==> images/ff_map.png <==
Scale: 2 px per um. Other sequential cells in the stronger gray, the rest of the logic in the fainter gray.
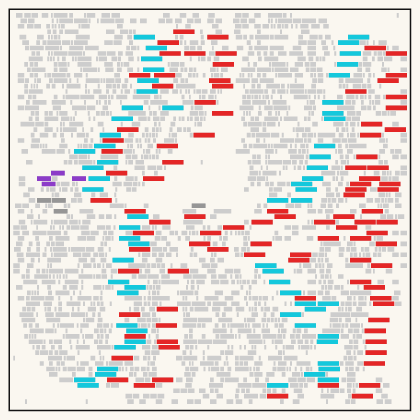
==> images/util_map.png <==
Scale: 1.5 px per um. 20 x 20 tiles, from dark purple (low) to yellow (high), 0 to 100% covered.
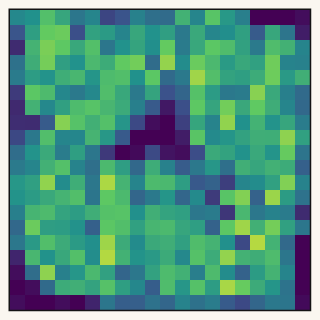
==> images/port_trees.png <==
Scale: 2 px per um.
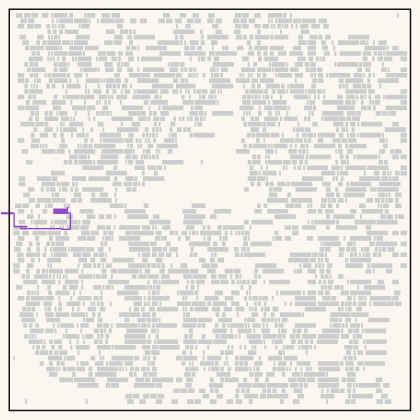
==> images/clock_nets.png <==
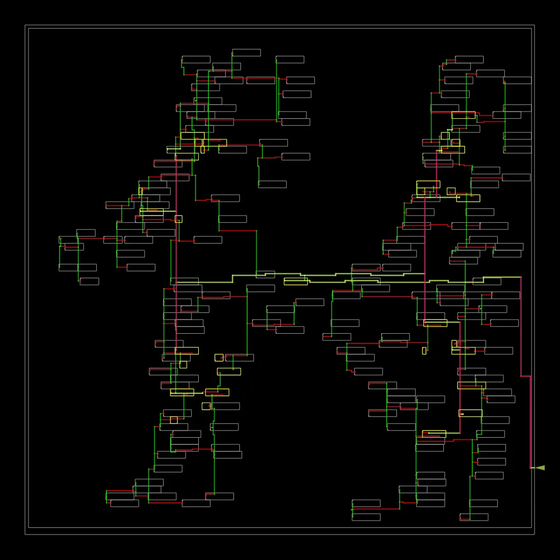
==> images/gates.png <==
Scale: 2 px per um.
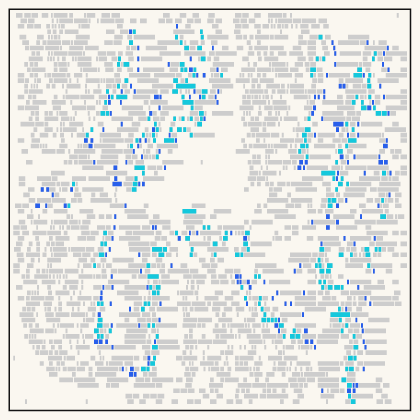
===== src/rtl/mac_vec.sv =====
// mac_vec: LANES parallel unsigned multiply-accumulate lanes over a VEC_LEN-long vector.
// Latency: 2 rising edges from accept to Cout update (product register, then accumulate).
// Backpressure: Ready drops once VEC_LEN sets are accepted; held low until Clr or rst.
// Optional build macro MAC_SAT_EN: saturating accumulators with sticky per-lane Ovf.
module mac_vec #(
    parameter int DATA_WIDTH = 8,
    parameter int LANES      = 4,
    parameter int ACC_WIDTH  = 3 * DATA_WIDTH,
    parameter int VEC_LEN    = 8
) (
    input  logic                         clk,
    input  logic                         rst,
    input  logic                         En,
    input  logic                         Clr,
    input  logic [LANES*DATA_WIDTH-1:0]  Ain,
    input  logic [LANES*DATA_WIDTH-1:0]  Bin,
    output logic [LANES*ACC_WIDTH-1:0]   Cout,
    output logic                         Ready,
    output logic                         Done,
    output logic [LANES-1:0]             Ovf
);

    localparam int PROD_W = 2 * DATA_WIDTH;
    localparam int CNT_W  = $clog2(VEC_LEN + 1);
    localparam logic [CNT_W-1:0] LAST_IDX = CNT_W'(VEC_LEN - 1);
`ifdef MAC_SAT_EN
    // One extra bit keeps the carry out so an overflowing sum can be detected.
    localparam int SUM_W = ACC_WIDTH + 1;
`else
    localparam int SUM_W = ACC_WIDTH;
`endif

    typedef enum logic {
        ST_ACC  = 1'b0,
        ST_FULL = 1'b1
    } state_t;

    state_t               r_state;
    state_t               w_state_nxt;
    logic [CNT_W-1:0]     r_cnt;
    logic                 r_s1_vld;
    logic                 r_s1_last;
    logic                 r_done;
    logic [PROD_W-1:0]    r_prod    [LANES];
    logic [ACC_WIDTH-1:0] r_acc     [LANES];
    logic [PROD_W-1:0]    w_prod    [LANES];
    logic [SUM_W-1:0]     w_sum     [LANES];
    logic [ACC_WIDTH-1:0] w_acc_nxt [LANES];
    logic                 w_ready;
    logic                 w_accept;
    logic                 w_last_accept;

    // Clr wins over En, so a set presented alongside Clr is never taken.
    assign w_accept      = En && w_ready && !Clr;
    assign w_last_accept = w_accept && (r_cnt == LAST_IDX);

    // State register: rst forces the accepting state.
    always_ff @(posedge clk) begin
        if (rst) begin
            r_state <= ST_ACC;
        end else begin
            r_state <= w_state_nxt;
        end
    end

    // Next state: fill up on the last accepted set, reopen only on Clr.
    always_comb begin
        w_state_nxt = r_state;
        if (Clr) begin
            w_state_nxt = ST_ACC;
        end else if (r_state == ST_ACC && w_last_accept) begin
            w_state_nxt = ST_FULL;
        end
    end

    // Output decode: accept operands only while the vector is not yet full.
    always_comb begin
        w_ready = (r_state == ST_ACC);
    end

    // Per-lane product and next accumulator value (wrap or clamp).
    always_comb begin
        for (int i = 0; i < LANES; i++) begin
            w_prod[i] = {{DATA_WIDTH{1'b0}}, Ain[i*DATA_WIDTH +: DATA_WIDTH]}
                      * {{DATA_WIDTH{1'b0}}, Bin[i*DATA_WIDTH +: DATA_WIDTH]};
            w_sum[i]  = {{(SUM_W-ACC_WIDTH){1'b0}}, r_acc[i]}
                      + {{(SUM_W-PROD_W){1'b0}}, r_prod[i]};
`ifdef MAC_SAT_EN
            w_acc_nxt[i] = w_sum[i][ACC_WIDTH] ? {ACC_WIDTH{1'b1}} : w_sum[i][ACC_WIDTH-1:0];
`else
            w_acc_nxt[i] = w_sum[i];
`endif
        end
    end

    // Datapath: stage 1 captures products, stage 2 accumulates; Clr behaves like rst here,
    // which also drops any product still sitting in stage 1.
    always_ff @(posedge clk) begin
        if (rst || Clr) begin
            r_cnt     <= '0;
            r_s1_vld  <= 1'b0;
            r_s1_last <= 1'b0;
            r_done    <= 1'b0;
            for (int i = 0; i < LANES; i++) begin
                r_prod[i] <= '0;
                r_acc[i]  <= '0;
            end
        end else begin
            r_s1_vld  <= w_accept;
            r_s1_last <= w_last_accept;
            if (w_accept) begin
                r_cnt <= r_cnt + 1'b1;
                for (int i = 0; i < LANES; i++) begin
                    r_prod[i] <= w_prod[i];
                end
            end
            if (r_s1_vld) begin
                for (int i = 0; i < LANES; i++) begin
                    r_acc[i] <= w_acc_nxt[i];
                end
                if (r_s1_last) begin
                    r_done <= 1'b1;
                end
            end
        end
    end

`ifdef MAC_SAT_EN
    logic [LANES-1:0] r_ovf;

    // Sticky overflow: set by any clamped accumulate, cleared only by Clr or rst.
    always_ff @(posedge clk) begin
        if (rst || Clr) begin
            r_ovf <= '0;
        end else if (r_s1_vld) begin
            for (int i = 0; i < LANES; i++) begin
                if (w_sum[i][ACC_WIDTH]) begin
                    r_ovf[i] <= 1'b1;
                end
            end
        end
    end

    assign Ovf = r_ovf;
`else
    assign Ovf = '0;
`endif

    for (genvar g = 0; g < LANES; g++) begin : g_cout
        assign Cout[g*ACC_WIDTH +: ACC_WIDTH] = r_acc[g];
    end

    assign Ready = w_ready;
    assign Done  = r_done;

endmodule

===== config.mk =====
export PLATFORM = sky130hd
export DESIGN_NAME = mac_vec
export DESIGN_NICKNAME = d
export VERILOG_FILES = /design/src/rtl/mac_vec.sv
export SDC_FILE = /design/constraint.sdc
export NUM_CORES = 1
export LEC_CHECK = 0
export CAP_MARGIN = 30
export CORE_UTILIZATION = 45
export DETAILED_ROUTE_END_ITERATION = 6
export PLACE_DENSITY = 0.61
export SLEW_MARGIN = 25
export SYNTH_ARGS = -nofsm -noshare
export SYNTH_HDL_FRONTEND = slang
export SYNTH_SLANG_ARGS = --single-unit
export TNS_END_PERCENT = 50

===== constraint.sdc =====
create_clock -name clk -period 6 [get_ports clk]
set_input_delay 0.6 -clock clk [delete_from_list [all_inputs] [get_ports clk]]
set_output_delay 0.6 -clock clk [all_outputs]
set_load 0.005 [all_outputs]

==> impl_metrics.json <==
{
  "outcome": "complete, no violations",
  "slowest_delay_ps": 540,
  "detail_route.first_pass.iterations": 4,
  "static_power_due_to_leakage_nw": 9.27,
  "seq_power_share_pct": 29.4,
  "signal_buffer_area_fraction_pct": 8.39,
  "hold_viol_final": 0,
  "routed-wl-met2_um": 18000,
  "int_pwr_mw": 3.09,
  "synth_area_sq_um": 17600,
  "combPwrFrac_pct": 49.1,
  "largest_area_cell": "sky130_fd_sc_hd__edfxtp_1",
  "crit-reg2reg-capture": "r_acc[2][20]",
  "final_util_pct": 52.9,
  "wl_per_cell_um": 15.1,
  "clk_pin_slew_worst_paths_ps": 70,
  "drive_above_1_share_pct": 3.86,
  "wl_met1_um": 17800,
  "setup_viol": 0,
  "sequential_cell_area_sq_um": 4960,
  "cp_data_arrival_time_ps": 5310,
  "detail_route.wirelength_um": 37500,
  "placed_cells_incl_taps": 2456,
  "cts_hold_repair.buffers": 0,
  "synthesis.instances": 1788,
  "yosys_warning_count": 0,
  "timing.critical_path.max_delay_family": "adder cells",
  "rr_startpoint": "r_acc[2][0]",
  "yosys_most_used_dff": "sky130_fd_sc_hd__edfxtp_1",
  "top_cell_area_share_pct": 27.3,
  "enable_flop_cells": 160,
  "end_kind": "register",
  "inverters": 227,
  "synth_chip_area_sq_um": 17600,
  "clockBufferDepth": 2,
  "fp.dieW_um": 200,
  "mostFrequentLayoutCell": "sky130_fd_sc_hd__inv_1",
  "pin_count_of_the_biggest_net_entering_global_routing": 73,
  "route.antenna.remaining_nets": 0,
  "holdPathStages": 1,
  "core.rowCount": 72,
  "route.vias.total": 12800,
  "path_class": "in -> reg",
  "viasPerCell": 5.13,
  "chipHeight_um": 200,
  "dp_hpwl_um": 29700,
  "cts_tree": "built",
  "layout.area.top_class": "combinational gates",
  "setup.worst_path.start_class": "primary input",
  "grt_pass1_vias": 13000,
  "drtIter0Drc": 434,
  "core_region_area_sq_um": 38600,
  "floorplan.io_pins": 170,
  "gp_congestion": 0.866,
  "maxUsedRoutingLayer": "met4",
  "ys_async_sr_fraction_pct": 0,
  "timing.critical_path.depth": 17,
  "post-route-worst-setup-slack_ps": 985,
  "tightest_slew_ps": 822,
  "setup_tns_ps": 0,
  "yosys_cells": 1788,
  "min_delay_worst_endpoint": "r_state",
  "met1_usage_pct": 25.9
}
## Picture notes: ff_map.png
[r_cnt] purple | flops: 4 | where: west
[r_prod] cyan | flops: 64
[r_acc] red | flops: 96 | where: all over the die
not colored: 4

## Picture notes: util_map.png
emptiest ninth of the die: center
tiles over 75% full: 8.5%
fullest tile: 89%
nearly empty tiles: 4.0%

## Picture notes: port_trees.png
[Done] purple | bits: 1 | direction: output | edge: west | end cells: 1 | buffers: 1 | wire: 51.1 um

## Picture notes: clock_nets.png
total of clock buffers placed in the layout: 20
CTS Buf Count: 17

## Picture notes: gates.png
[aoi and oai cells] cyan | cells: 211 | where: all over the die
[nor cells] blue | cells: 199 | where: all over the die

## sequential cells by signal, summed over array words and instances, names as in the netlist
register,flops
r_cnt,4
r_prod,64
r_state,1
r_acc,96
r_s1_vld,1
Done,1
r_s1_last,1
## cells by family after synthesis
logic type	after synthesis	share of synthesized area, %
and+or+nand+nor	630	18.6
adders and majority gates	357	31.7
AOI/OAI and AO/OA	287	11.4
buffers and inverters	250	5.47
DFF	168	28.2
xor gates and xnor gates	93	4.62
muxes	2	0.114
other	1	0.0213
## power groups by stage
stage               clock [mW]  combinational (mW)  sequential (mW)
floorplan                    0                1.89             1.48
global placement             0                2.40             1.49
detailed placement           0                2.44             1.49
CTS                       1.10                2.47             1.47
global route              1.14                2.83             1.48
finish                    1.07                2.45             1.47
No activity file was given, so power comes from the tool's default toggle rates.
